File: config.mk
export PLATFORM = sky130hd
export DESIGN_NAME = conv_tile_sched
export DESIGN_NICKNAME = d
export VERILOG_FILES = /design/src/rtl/conv_tile_sched.sv
export SDC_FILE = /design/constraint.sdc
export NUM_CORES = 1
export LEC_CHECK = 0
export CORE_AREA = 4 4 106 108
export CTS_CLUSTER_DIAMETER = 30
export DETAILED_ROUTE_END_ITERATION = 6
export DIE_AREA = 0 0 110 112
export GPL_ROUTABILITY_DRIVEN = 0
export PLACE_DENSITY_LB_ADDON = 0.2
export SYNTH_ARGS = -nofsm -noshare
export SYNTH_HDL_FRONTEND = slang
export SYNTH_SLANG_ARGS = --single-unit
File: constraint.sdc
create_clock -name clk -period 2.7 [get_ports clk]
set_input_delay 0.54 -clock clk [delete_from_list [all_inputs] [get_ports clk]]
set_output_delay 0.54 -clock clk [all_outputs]
set_load 0.03 [all_outputs]
File: src/rtl/conv_tile_sched.sv
// conv_tile_sched: walks a layer's output tiles one at a time, waiting for each tile's store to finish
module conv_tile_sched #(
  parameter int M_TILES = 4,
  parameter int R_TILES = 3,
  parameter int C_TILES = 3,
  parameter int IDX_W = 8,
  parameter int AW = 32,
  parameter logic [AW-1:0] OUT_BASE = '0,
  parameter int TILE_BYTES = 1024,
  parameter int TIMEOUT = 65535
) (
  input  logic clk,
  input  logic rst,
  input  logic conv_start,
  input  logic conv_store_done,
  output logic tile_start,
  output logic [IDX_W-1:0] tile_m,
  output logic [IDX_W-1:0] tile_r,
  output logic [IDX_W-1:0] tile_c,
  output logic [AW-1:0] tile_addr,
  output logic tile_last,
  output logic busy,
  output logic conv_done,
  output logic err_timeout
);
  typedef enum logic [1:0] {IDLE, ISSUE, WAIT} state_t;
  state_t state;
  logic [31:0] wdog;
  logic c_wrap, r_wrap;
  logic [IDX_W-1:0] m_nxt, r_nxt, c_nxt;
  assign tile_last = tile_m == IDX_W'(M_TILES - 1) && tile_r == IDX_W'(R_TILES - 1) && tile_c == IDX_W'(C_TILES - 1);
  // next tile in column, row, channel-group order
  always_comb begin
    c_wrap = tile_c == IDX_W'(C_TILES - 1);
    r_wrap = tile_r == IDX_W'(R_TILES - 1);
    c_nxt = c_wrap ? '0 : tile_c + 1'b1;
    r_nxt = c_wrap ? (r_wrap ? '0 : tile_r + 1'b1) : tile_r;
    m_nxt = (c_wrap && r_wrap) ? tile_m + 1'b1 : tile_m;
  end
  // scheduler FSM with registered outputs and store watchdog
  always_ff @(posedge clk or posedge rst) begin
    if (rst) begin
      state <= IDLE;
      tile_m <= '0;
      tile_r <= '0;
      tile_c <= '0;
      tile_addr <= OUT_BASE;
      tile_start <= 1'b0;
      busy <= 1'b0;
      conv_done <= 1'b0;
      err_timeout <= 1'b0;
      wdog <= '0;
    end else begin
      tile_start <= 1'b0;
      conv_done <= 1'b0;
      case (state)
        IDLE: if (conv_start) begin
          state <= ISSUE;
          tile_start <= 1'b1;
          tile_m <= '0;
          tile_r <= '0;
          tile_c <= '0;
          tile_addr <= OUT_BASE;
          busy <= 1'b1;
          err_timeout <= 1'b0;
        end
        ISSUE: begin
          state <= WAIT;
          wdog <= '0;
        end
        WAIT: if (conv_store_done) begin
          if (tile_last) begin
            state <= IDLE;
            busy <= 1'b0;
            conv_done <= 1'b1;
          end else begin
            state <= ISSUE;
            tile_start <= 1'b1;
            tile_m <= m_nxt;
            tile_r <= r_nxt;
            tile_c <= c_nxt;
            tile_addr <= tile_addr + AW'(TILE_BYTES);
          end
        end else if (TIMEOUT != 0 && wdog != 32'(TIMEOUT)) begin
          wdog <= wdog + 32'd1;
          if (wdog + 32'd1 == 32'(TIMEOUT)) err_timeout <= 1'b1;
        end
        default: state <= IDLE;
      endcase
    end
  end
endmodule
Figure 1. Routing congestion map.
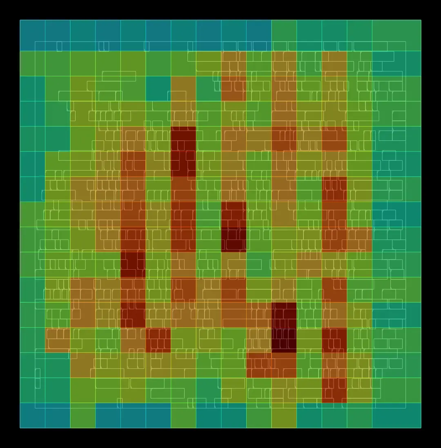
M2 GR Usage: 34.5%
met1 Use GR: 28.2%
All-Layer GR Usage: 21.1%
average wire per standard cell: 15.4 um
met3 usage: 3.59%

Figure 2. Gate-type map.
Drawn at 4 px/um.
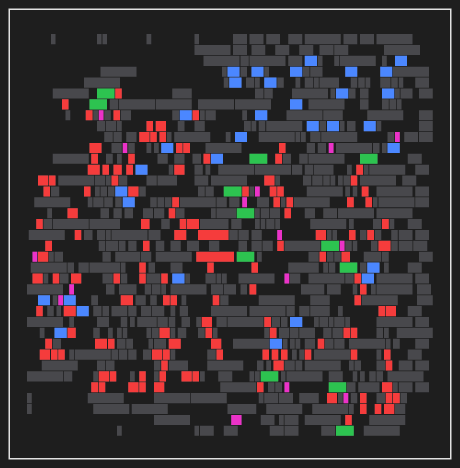
[green] adder and majority cells | cells: 12
[blue] XOR/XNOR gates | cells: 33
[red] inverting AOI/OAI gates | cells: 134
[magenta] inverters | cells: 15

==> flow_summary.toml <==
# physical design summary
[finish]
numSequentialCells = 84
instances_no_fill = 816
sh_seq_area_pct = 33.9
nMultiInputCombCells = 476
finish.utilization_pct = 60.7
area_delta_synth_final_pct = 19.6
fill_cells = 882
fin_nets = 691
area_dominant_class = "combinational gates"
inv_count = 15
nNonClkBuffers = 89
comb-cell-share_pct = 46.1
seqCellArea_um2 = 2100
stdcell_area_um2 = 6210
layout_top_cell = "dfrtp_1"
logic_area_um2 = 2860
clkCellAreaFrac_pct = 2.98

[worst_hold_path]
holdPathEnd = "tile_m[1]$_DFFE_PP0P_"
worstHoldStart = "tile_m[1]$_DFFE_PP0P_"

[final_timing]
rsz0062_at_grt = "false"
timing.fmax_ghz = 0.380
worst_pin_slew_ns = 0.637
skew_ns = 0.00705
slew_violations = 0

[critical_path]
cp_max_fo = 5
path_delay_family = "simple AND/OR/NAND/NOR gates"
required_ns = 2.16
crit_buf_inv = 1
start_kind = "register"
worst_r2r_path_depth = 9
startpoint = "tile_m[3]$_DFFE_PP0P_"
critPathKind = "reg2out"
cp-endpoint = "tile_last"
cp.arrival_ns = 2.09

[place]
pre_cts_slack_ns = 0.0946
port_buffers = 54
dpl-instance-area_um2 = 6000
dp_hpwl_um = 8860

[yosys]
ys_warn_count = 0
synth_cell_types = 59
postSynthAreaPerCell_um2 = 8.60
synth_flops = 84
synth-main-ff-cell = "dfrtp_1"
yosys.area.top_type = "dfrtp_1"
yosys_cells = 603
ys_sh_simple_pct = 28.4
yosys.area.top_type_share_pct = 40.5
postSynth.asyncResetShare_pct = 100
common_cells = "dfrtp_1 (84), o21ai_0 (70), nand2_1 (59), nor2_1 (55), nand3_1 (44)"
edf_count = 0
yosys-mux-area-fraction_pct = 0.217

[detailed_routing]
dr.max_layer_used = "met4"
vias_per_cell = 5.84
drt.antenna.violating_nets = 0
route.vias.total = 4765
wl_met3_um = 617
wirelength_met1_um = 5620
route.detailed.drc = 0
met2WireLength_um = 6140
drtIter0Drc = 323

[outcome]
status = "completed"

[cts]
cts_tree = "yes"
cts_buffer_depth = 2
numCtsBuffers = 9
cts_setup_buffers = 0
numClockSinks = 84

[floorplanning]
die_area_um2 = 12300
die-height_um = 112
tapCellCount = 136
ioPinCount = 65
design.core.area_um2 = 10200
core.rowCount = 37
fp_util_pct = 50.7

[global_routing]
grt_pass1_wl_um = 21200
grt_pass1_vias = 4442
antenna_found_initial = 0
grt_max_degree = 85
grt_overflow = 0

[pwr]
pwr_density_cell_nw_per_um2 = 586
p_total_mw = 3.64

[run]
maxCapViolCount = 0
tool_warnings = 32
## what timing repair did
action,4_1_cts,5_1_grt
gates resized,2,3
endpoints found under the setup margin,1,2
pin swaps,0,2
hold buffers,0,0
cloned,0,0
## routing by layer
metal	global-route usage, %	up-vias
met4	6.98	0
met1	28.2	2324
met2	34.5	122
met3	3.59	15
met5	0	-
li1	-	2304
## power breakdown
group / switching (mW) / leakage (nW) / total (mW) / internal, mW
Combinational: 0.896 / 1.32 / 1.37 / 0.473
Clock: 0.475 / 0.0917 / 0.859 / 0.384
Sequential: 0.0879 / 1.16 / 1.41 / 1.32
## registers in the layout (all words and copies together) (netlist names)
register and count:
err_timeout 1, tile_r 8, tile_c 8, tile_addr 22
conv_done 1, busy 1, wdog 32, tile_start 1
tile_m 8, state 2
Power figures rest on the tool's default switching activity, not on a simulated workload.
